$ cat src/rtl/scan_seq_if.sv
// Raster scan sequencer bus: frame control in,
// address beats out with a valid/ready handshake.
interface scan_seq_if #(
  parameter int COLS = 40,
  parameter int ROWS = 30
);
  localparam int ADDR_W =
    ($clog2(COLS*ROWS) < 1) ? 1 : $clog2(COLS*ROWS);
  localparam int CW =
    ($clog2(COLS) < 1) ? 1 : $clog2(COLS);
  localparam int RW =
    ($clog2(ROWS) < 1) ? 1 : $clog2(ROWS);

  logic              start;
  logic              abort;
  logic              ready;
  logic              valid;
  logic [ADDR_W-1:0] addr;
  logic [CW-1:0]     col;
  logic [RW-1:0]     row;
  logic              last;
  logic              busy;
  logic              done;

  modport master (
    output start, abort, ready,
    input  valid, addr, col, row,
    input  last, busy, done
  );

  modport slave (
    input  start, abort, ready,
    output valid, addr, col, row,
    output last, busy, done
  );
endinterface

$ cat src/rtl/scan_seq_ctrl.sv
// Frame scan sequencer: walks col/row/addr
// one beat per accepted handshake.
module scan_seq_ctrl #(
  parameter int COLS = 40,
  parameter int ROWS = 30
) (
  input logic       clk,
  input logic       rst,
  scan_seq_if.slave bus
);
  localparam int ADDR_W =
    ($clog2(COLS*ROWS) < 1) ? 1 : $clog2(COLS*ROWS);
  localparam int CW =
    ($clog2(COLS) < 1) ? 1 : $clog2(COLS);
  localparam int RW =
    ($clog2(ROWS) < 1) ? 1 : $clog2(ROWS);

  localparam logic [1:0] S_IDLE = 2'd0;
  localparam logic [1:0] S_RUN  = 2'd1;
  localparam logic [1:0] S_DONE = 2'd2;

  localparam logic [CW-1:0] COL_MAX = CW'(COLS-1);
  localparam logic [RW-1:0] ROW_MAX = RW'(ROWS-1);

  logic [1:0]        state_q, state_d;
  logic [CW-1:0]     col_q, col_d;
  logic [RW-1:0]     row_q, row_d;
  logic [ADDR_W-1:0] addr_q, addr_d;

  logic run, at_end, xfer;

  assign run    = (state_q == S_RUN);
  assign at_end = (col_q == COL_MAX) && (row_q == ROW_MAX);
  assign xfer   = run && bus.ready;

  // Next-state and counter advance; final beat saturates.
  always_comb begin
    state_d = state_q;
    col_d   = col_q;
    row_d   = row_q;
    addr_d  = addr_q;
    case (state_q)
      S_IDLE: begin
        if (bus.start) begin
          state_d = S_RUN;
          col_d   = '0;
          row_d   = '0;
          addr_d  = '0;
        end
      end
      S_RUN: begin
        if (xfer && !at_end) begin
          addr_d = addr_q + ADDR_W'(1);
          if (col_q == COL_MAX) begin
            col_d = '0;
            row_d = row_q + RW'(1);
          end else begin
            col_d = col_q + CW'(1);
          end
        end
        if (bus.abort) begin
          state_d = S_IDLE;
        end else if (xfer && at_end) begin
          state_d = S_DONE;
        end
      end
      S_DONE: state_d = S_IDLE;
      default: state_d = S_IDLE;
    endcase
  end

  // State and counter registers with async reset.
  always_ff @(posedge clk or posedge rst) begin
    if (rst) begin
      state_q <= S_IDLE;
      col_q   <= '0;
      row_q   <= '0;
      addr_q  <= '0;
    end else begin
      state_q <= state_d;
      col_q   <= col_d;
      row_q   <= row_d;
      addr_q  <= addr_d;
    end
  end

  assign bus.valid = run;
  assign bus.last  = run && at_end;
  assign bus.busy  = run || (state_q == S_DONE);
  assign bus.done  = (state_q == S_DONE);
  assign bus.addr  = addr_q;
  assign bus.col   = col_q;
  assign bus.row   = row_q;
endmodule

$ cat src/flat_wrapper.sv
// flat-port wrapper written by rule: the top's interface ports become plain ports
module scan_seq_ctrl_flat 
#(
  parameter int COLS = 40,
  parameter int ROWS = 30
)
  (clk, rst, bus_start, bus_abort, bus_ready, bus_valid, bus_addr, bus_col, bus_row, bus_last, bus_busy, bus_done);
  scan_seq_if #(.COLS(COLS), .ROWS(ROWS)) bus_i ();
  input logic clk;
  input logic rst;
  input wire logic [$bits(bus_i.start)-1:0] bus_start;
  input wire logic [$bits(bus_i.abort)-1:0] bus_abort;
  input wire logic [$bits(bus_i.ready)-1:0] bus_ready;
  output wire logic [$bits(bus_i.valid)-1:0] bus_valid;
  output wire logic [$bits(bus_i.addr)-1:0] bus_addr;
  output wire logic [$bits(bus_i.col)-1:0] bus_col;
  output wire logic [$bits(bus_i.row)-1:0] bus_row;
  output wire logic [$bits(bus_i.last)-1:0] bus_last;
  output wire logic [$bits(bus_i.busy)-1:0] bus_busy;
  output wire logic [$bits(bus_i.done)-1:0] bus_done;
  assign bus_i.start = bus_start;
  assign bus_i.abort = bus_abort;
  assign bus_i.ready = bus_ready;
  assign bus_valid = bus_i.valid;
  assign bus_addr = bus_i.addr;
  assign bus_col = bus_i.col;
  assign bus_row = bus_i.row;
  assign bus_last = bus_i.last;
  assign bus_busy = bus_i.busy;
  assign bus_done = bus_i.done;
  scan_seq_ctrl #(.COLS(COLS), .ROWS(ROWS)) u_core (.clk(clk), .rst(rst), .bus(bus_i));
endmodule
$ cat config.mk
export PLATFORM = sky130hd
export DESIGN_NAME = scan_seq_ctrl_flat
export DESIGN_NICKNAME = d
export VERILOG_FILES = /design/src/rtl/scan_seq_if.sv /design/src/rtl/scan_seq_ctrl.sv /design/src/flat_wrapper.sv
export SDC_FILE = /design/constraint.sdc
export NUM_CORES = 1
export LEC_CHECK = 0
export CORE_MARGIN = 2
export CORE_UTILIZATION = 44
export CTS_CLUSTER_DIAMETER = 50
export DETAILED_ROUTE_END_ITERATION = 8
export PLACE_DENSITY = 0.72
export SETUP_SLACK_MARGIN = 0.02
export SLEW_MARGIN = 25
export SYNTH_ARGS = -nofsm -noshare
export SYNTH_HDL_FRONTEND = slang
export SYNTH_SLANG_ARGS = --single-unit
$ cat constraint.sdc
create_clock -name clk -period 3.2 [get_ports clk]
set_input_delay 0.8 -clock clk [delete_from_list [all_inputs] [get_ports clk]]
set_output_delay 0.8 -clock clk [all_outputs]
set_load 0.03 [all_outputs]
Fig. 1: wires at chosen ports, followed through buffers
(8 px per um)
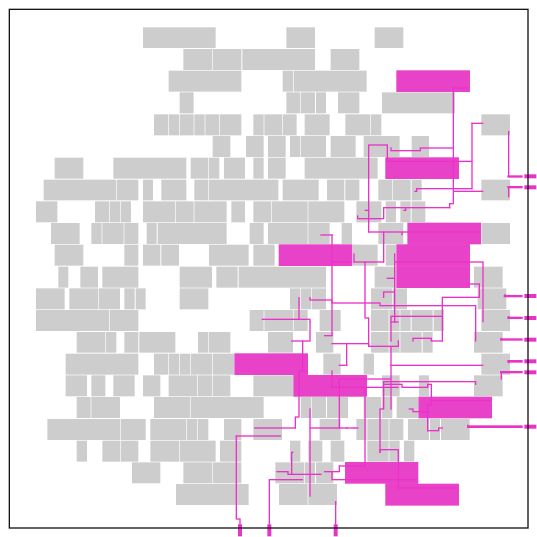
Key: magenta = `bus_addr` [bits 11, direction output, end cells 11, buffers 11, wire 480 um]

==> flow_metrics.py <==
# Synthesis and PnR figures
metrics = {
    "outcome": {
        "status": "finished, final reports clean",
    },
    "drt": {
        "antenna_left": 0,
        "drt_iter0_markers": 104,
        "wl_met1_mm": 1.777,
        "dr_wl_met3_um": 117,
        "wl_per_cell_um": 14.67,
        "top_layer": "met4",
    },
    "sta": {
        "setup_viol": 0,
        "relSlewSlack": 0.5134,
        "worst_pin_slew_ns": 0.7256,
        "fin_crit_ns": 2.847,
        "fmax_ghz": 0.3513,
        "hold_ws_ns": 0.5658,
        "finalClockSkew_ns": 0.003735,
        "final_hold_viol_count": 0,
        "period_used_share": 0.8896,
    },
    "power_and_ir_drop": {
        "pwr-share-clk": 0.179,
        "power_combinational_uw": 746,
        "p_clk_uw": 267,
        "pg_seq_uw": 481,
        "power.group.top": "combinational logic",
        "swShare": 0.4459,
        "power.internal_uw": 827.7,
        "power-per-cell-area_nw_per_um2": 733.3,
    },
    "clock_network": {
        "cts_resized": 0,
        "clk_pin_slew_ns": 0.09,
        "numCtsBuffers": 3,
        "clock-sinks": 24,
        "cts_root_buf": "clkbuf_8",
        "cts_tree": "built",
        "h-tree-depth": 1,
        "post_cts_buffers": 0,
    },
    "final_layout": {
        "fin_nets": 227,
        "clkbuf_count": 3,
        "drive_above_1_share": 0.09346,
        "areaGrowthSynthToFinish_pct": 25.81,
        "inverters": 12,
        "num-multi-input-gates": 140,
        "clockNetworkAreaShare": 0.03501,
        "largest_class": "multi-input combinational cells",
        "buffers": 34,
        "mi_logic_area_um2": 932.1,
        "seq_area_um2": 600.6,
        "layout_top_cells": "nand2_1, clkdlybuf4s50_1, dfrtp_1",
        "sh_seq_area": 0.2948,
    },
    "yosys": {
        "top_cell": "nand2_1",
        "aoi_share": 0.1747,
        "ys_top_logic_family": "simple AND/OR/NAND/NOR gates",
        "ys_area_um2": 1619,
        "ys_top_cells_by_area": "dfrtp_1, nand2_1, ha_1",
        "yosys_cells": 186,
        "synth_cell_types": 41,
        "ys_ff": 24,
        "fp_nets": 198,
        "enable_flop_cells": 0,
        "ys_warn_count": 0,
        "synthFlopType": "dfrtp_1",
        "netlist_instances": 186,
        "top_area_frac": 0.3709,
        "synthMuxAreaShare": 0.02550,
        "top_area_cell": "dfrtp_1",
    },
    "worst_setup_path": {
        "r2r_end": "u_core.bus.addr[8]",
        "crit_cells": 5,
        "critPathRequiredTime_ns": 2.40,
        "critPathKind": "register to output port",
        "crit_end": "bus_last",
        "cpMostUsedCell": "inv_1",
        "crit_fanout": 15,
        "cp-end-kind": "output port",
        "cp_num_buf_inv": 3,
        "startpoint": "u_core.state_q[1]",
        "cp_slowest_cell": "ha_1",
        "cp_top_family": "buffers and inverters",
        "crit_arrival_ns": 2.05,
        "start_kind": "register",
    },
    "grt": {
        "first_global_vias": 1449,
        "grt_overflow_total": 0,
        "grt-busiest-layer": "met2",
        "met1_usage": 0.2698,
        "grt_first_pass_wirelength_mm": 6.734,
    },
    "floorplanning": {
        "die_h_um": 64.66,
        "row_count": 22,
        "core_area_um2": 3606,
        "io-pin-count": 31,
    },
    "min_path": {
        "hold_start": "u_core.bus.addr[10]",
        "worst_hold_path_type": "register to register",
        "hold_depth": 2,
    },
    "flow_run": {
        "warnings": 29,
        "max_cap_viol_count": 0,
    },
}
Fig. 2: routed metal per tile
(6 px per um) The die is cut into 13 by 13 equal tiles; dark blue is low, red is high, scaled to the fullest tile. Values are wire area over tile area, all layers added.
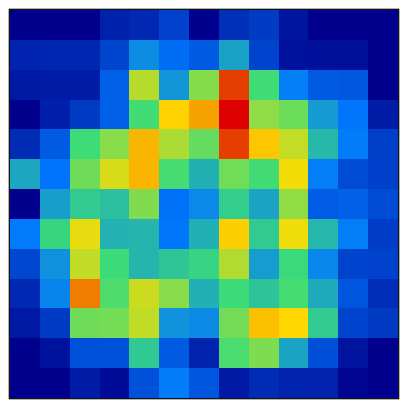
The emptiest ninth of the die: north-west. The fullest tile reaches 0.44. 27% of the tiles are over half the peak. The mean over all tiles is 0.14. The densest ninth of the die: center.

==> sequential cells by signal, indices dropped and copies added, names as in the netlist <==
| register | flops |
|---|---|
| u_core.state_q | 2 |
| u_core.bus.addr | 11 |
| u_core.bus.col | 6 |
| u_core.bus.row | 5 |
==> cell families after synthesis <==
family	after synthesis
DFF	24
adders and majority gates	7
buffers and inverters	22
muxes	4
and+or+nand+nor	90
AOI/OAI and AO/OA	39
==> metrics by stage <==
step	cell area [um2]	power [uW]	setup slack, ns	utilization	instances
finish	2037	1494	0.3534	0.5649	262
global route	2037	1599	0.2124	0.5649	262
CTS	2032	1505	0.3510	0.5635	262
detailed placement	1961	1233	0.5083	0.5437	258
global placement	1961	1216	0.5400	0.5437	258
floorplan	1619	963.6	0.3412	-	186
Power and IR drop assume default switching activity.
